--- config.mk ---
export PLATFORM = sky130hd
export DESIGN_NAME = fifo_lvl
export DESIGN_NICKNAME = d
export VERILOG_FILES = /design/src/rtl/fifo_lvl.sv
export SDC_FILE = /design/constraint.sdc
export NUM_CORES = 1
export LEC_CHECK = 0
export CAP_MARGIN = 20
export CORE_ASPECT_RATIO = 0.75
export CORE_MARGIN = 2
export CORE_UTILIZATION = 52
export DETAILED_ROUTE_END_ITERATION = 10
export GPL_ROUTABILITY_DRIVEN = 0
export GPL_TIMING_DRIVEN = 0
export HOLD_SLACK_MARGIN = 0.08
export PLACE_DENSITY = 0.79
export SYNTH_ARGS = -nofsm -noshare
export SYNTH_HDL_FRONTEND = slang
export SYNTH_SLANG_ARGS = --single-unit
--- constraint.sdc ---
create_clock -name clk_i -period 3.16 [get_ports clk_i]
set_input_delay 0.316 -clock clk_i [delete_from_list [all_inputs] [get_ports clk_i]]
set_output_delay 0.316 -clock clk_i [all_outputs]
set_load 0.02 [all_outputs]
--- src/rtl/fifo_lvl.sv ---
// fifo_lvl: first-word-fall-through FIFO with registered level count, almost-full/empty
// thresholds, sticky overflow/underflow flags and synchronous flush.
module fifo_lvl #(
  parameter int data_width = 8,
  parameter int addr_width = 7,
  parameter int af_level = 2**addr_width - 4,
  parameter int ae_level = 4
) (
  input  logic                  clk_i,
  input  logic                  reset_i,
  input  logic                  clr_i,
  input  logic                  wr_i,
  input  logic                  rd_i,
  input  logic [data_width-1:0] w_data_i,
  output logic [data_width-1:0] r_data_o,
  output logic                  full_o,
  output logic                  empty_o,
  output logic                  almost_full_o,
  output logic                  almost_empty_o,
  output logic [addr_width:0]   count_o,
  output logic                  overflow_o,
  output logic                  underflow_o
);
  localparam logic [addr_width:0] af_l = af_level[addr_width:0];
  localparam logic [addr_width:0] ae_l = ae_level[addr_width:0];
  logic [data_width-1:0] mem [2**addr_width];
  logic [addr_width-1:0] w_ptr_q, w_ptr_d, r_ptr_q, r_ptr_d;
  logic [addr_width:0]   count_q, count_d;
  logic                  ovf_q, ovf_d, unf_q, unf_d;
  logic                  wr_ok, rd_ok;
  // count never exceeds depth, so its top bit alone marks full
  assign full_o         = count_q[addr_width];
  assign empty_o        = count_q == '0;
  assign almost_full_o  = count_q >= af_l;
  assign almost_empty_o = count_q <= ae_l;
  assign count_o        = count_q;
  assign overflow_o     = ovf_q;
  assign underflow_o    = unf_q;
  assign r_data_o       = mem[r_ptr_q];
  always_comb begin
    wr_ok   = wr_i & (~full_o | rd_i);
    rd_ok   = rd_i & ~empty_o;
    w_ptr_d = wr_ok ? w_ptr_q + 1'b1 : w_ptr_q;
    r_ptr_d = rd_ok ? r_ptr_q + 1'b1 : r_ptr_q;
    count_d = (wr_ok == rd_ok) ? count_q : wr_ok ? count_q + 1'b1 : count_q - 1'b1;
    ovf_d   = ovf_q | (wr_i & ~wr_ok);
    unf_d   = unf_q | (rd_i & ~rd_ok);
  end
  always_ff @(posedge clk_i or posedge reset_i) begin
    if (reset_i) begin
      w_ptr_q <= '0;
      r_ptr_q <= '0;
      count_q <= '0;
      ovf_q   <= 1'b0;
      unf_q   <= 1'b0;
    end else if (clr_i) begin
      w_ptr_q <= '0;
      r_ptr_q <= '0;
      count_q <= '0;
      ovf_q   <= 1'b0;
      unf_q   <= 1'b0;
    end else begin
      w_ptr_q <= w_ptr_d;
      r_ptr_q <= r_ptr_d;
      count_q <= count_d;
      ovf_q   <= ovf_d;
      unf_q   <= unf_d;
    end
  end
  always_ff @(posedge clk_i)
    if (wr_ok && !clr_i) mem[w_ptr_q] <= w_data_i;
endmodule

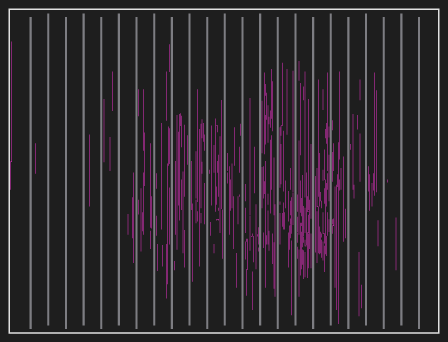
*The metal 4 layer, run 1*
Supply wires on this layer in grey.
- nets with wire on the layer: 170
- share of all routed wire: 5.8%
- wire length on this layer: 7480 um

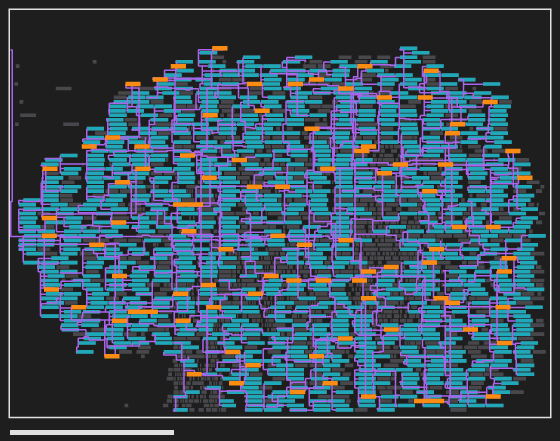
*Clock distribution, run 1*
Bar = 100 um.
- flip-flops: cyan (count 1048)
- clock-net drivers: orange (count 92)
- clock wires: purple (length 11600 um)
- flops lie: widely spread
- routed clock nets: 93

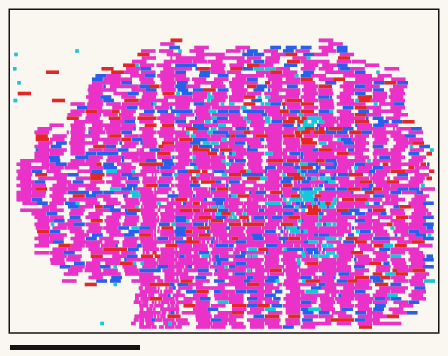
*Cell sizes after repair, run 1*
Bar = 100 um.
- x3 and x4: cyan (cells 175)
- x2: blue (cells 442)
- x6 and larger: red (cells 209)
- x1 and smaller: magenta (cells 1432)
synth-to-layout area growth: 19.6%
post-route cell area: 49300 um^2
nonclk buf count: 278

==> impl_metrics.py, run 1 <==
# Physical implementation metrics
metrics = {
    "run_status": {
        "status": "finished with violations",
        "violations": "negative setup slack",
    },
    "timing": {
        "final-hold-violation-count": 0,
        "hold_ws_ns": 0.105,
        "setup_viol": 25,
        "maxSlewViolCount": 0,
        "max-slew-margin-rel_pct": 11.2,
        "finalCritPeriodShare_pct": 131,
        "worst_slack_ns": -0.992,
    },
    "layout": {
        "fillers": 4844,
        "fin_util_pct": 62.8,
        "instances_no_fill": 3306,
        "final_common_cell": "edfxtp_1",
    },
    "logic_synthesis": {
        "synth_chip_area_um2": 41200,
        "synth-seq-cells": 1048,
        "ys_cells": 1921,
        "syn_avg_cell_area_um2": 21.4,
    },
    "route": {
        "dr_total_vias": 23500,
        "wire_per_inst_um": 39.0,
    },
    "power_and_ir_drop": {
        "seqPwrFrac_pct": 44.3,
        "ir_drop_v": 0.000451,
    },
    "die": {
        "row_count": 89,
        "tap_cells": 1046,
    },
    "placed_design": {
        "hpwl_mm": 74.5,
        "post-place-ws_ns": -1.40,
    },
    "critical_path": {
        "cp-startpoint": "r_ptr_q[3]",
        "cp_data_arrival_time_ns": 3.84,
    },
    "worst_hold_path": {
        "min_from": "w_data_i[2]",
    },
    "global_routing": {
        "antenna_found_initial": 6,
    },
}
[run 1: per-layer routing]
metal  GRT usage, %  vias to the layer above  wire length (um)
li1               -                     8571                 -
met1           40.0                    12000             41800
met2           44.5                     2473             57100
met3           12.9                      522             22400
met4           13.6                        6              7480
met5              0                        -               243
[run 1: critical path: stages (launching register included)]
cell      delay, ns
dfrtp_1        0.33
buf_2          0.24
clkbuf_2       0.56
clkbuf_2       0.60
a211oi_2       0.10
a211oi_1       0.73
nor4_4         0.13
a21oi_4        0.27
buf_4          0.19
[run 1: repair_timing]
action                                  in CTS  in global routing
endpoints found under the hold margin        0                  4
pin swaps                                   17                 28
endpoints found under the setup margin     483                505
hold buffers                                 0                  1
resized                                    396                 90
buffers inserted                            30                 40
gates cloned                                 4                  5
### Register map, names as in the netlist, run 1

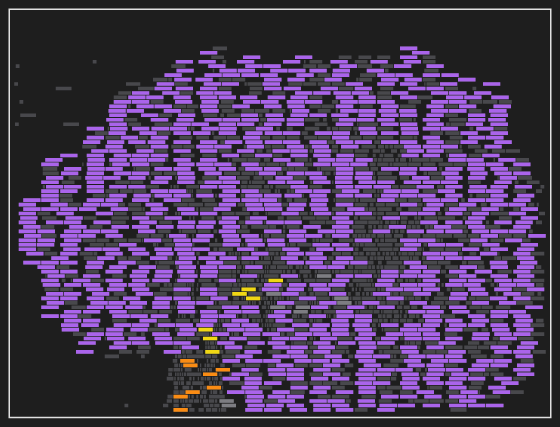

==> run 1 -> run 2 <==
--- a/config.mk
+++ b/config.mk
@@ -9,6 +9,7 @@
 export CORE_ASPECT_RATIO = 0.75
 export CORE_MARGIN = 2
 export CORE_UTILIZATION = 52
+export CTS_BUF_LIST = sky130_fd_sc_hd__clkbuf_2 sky130_fd_sc_hd__clkbuf_4 sky130_fd_sc_hd__clkbuf_8
 export DETAILED_ROUTE_END_ITERATION = 10
 export GPL_ROUTABILITY_DRIVEN = 0
 export GPL_TIMING_DRIVEN = 0
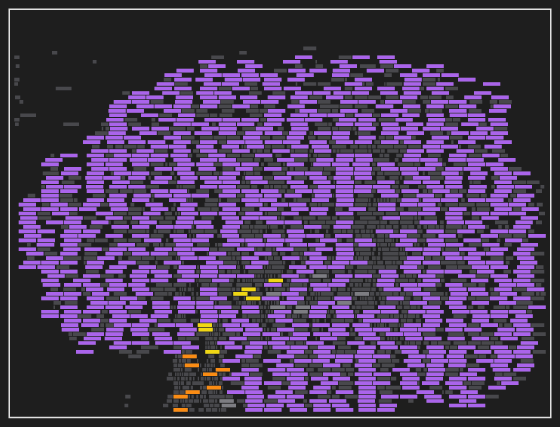
*Register map, names as in the netlist, run 2*
- mem: purple (flops 1024; where widely spread)
- count_o: orange (flops 8)
- w_ptr_q: yellow (flops 7)
- not coloured: 9
Flop area: 31400 um^2
final core utilization: 62.3%
sequential logic power: 15.4 mW
sequential cell area share: 64.1%

==> impl_metrics.py, run 2 <==
# Physical implementation metrics
metrics = {
    "run_status": {
        "status": "finished with violations",
        "violations": "negative setup slack",
    },
    "global_routing": {
        "antenna_found_initial": 2,
    },
    "timing": {
        "worst_slack_ns": -1.13,
        "setup_viol": 13,
        "hold_ws_ns": 0.233,
    },
    "route": {
        "dr_total_vias": 23500,
        "wire_per_inst_um": 36.6,
    },
    "worst_hold_path": {
        "min_from": "rd_i",
    },
    "die": {
        "tap_cells": 1046,
        "row_count": 89,
    },
    "logic_synthesis": {
        "synth-seq-cells": 1048,
        "syn_avg_cell_area_um2": 21.4,
        "ys_cells": 1921,
    },
    "layout": {
        "final_common_cell": "edfxtp_1",
        "fin_area_um2": 48900,
        "area_growth_pct": 18.7,
        "nNonClkBuffers": 248,
        "instances_no_fill": 3370,
    },
    "placed_design": {
        "hpwl_mm": 74.5,
        "post-place-ws_ns": -1.40,
    },
    "power_and_ir_drop": {
        "seqPwrFrac_pct": 46.0,
    },
}
run 2: cell counts after synthesis:
No cell type changed its count.
run 2: timing repair:
action                                 CTS  global route
setup endpoints to repair              464           530
cloned                                   8             4
setup buffers                           18            11
pin swaps                               21            24
gates resized                          409            80
hold buffers                             9             0
endpoints found under the hold margin  293             0
run 2: critical path, cell delays in order, from the launching register on:
cell	delay, ns
dfrtp_2	0.62
clkbuf_1	0.43
nor2_2	0.96
nand3_1	0.25
nand2_2	0.23
a31oi_1	0.08
o32a_1	0.36
buf_6	0.20
run 2: metal layers:
layer / wire, um / track usage (%)
met5: 207 / 0.294
met4: 7900 / 14.4
met3: 22700 / 14.2
met2: 52200 / 42.4
met1: 40400 / 39.2
Power and IR drop assume default switching activity.
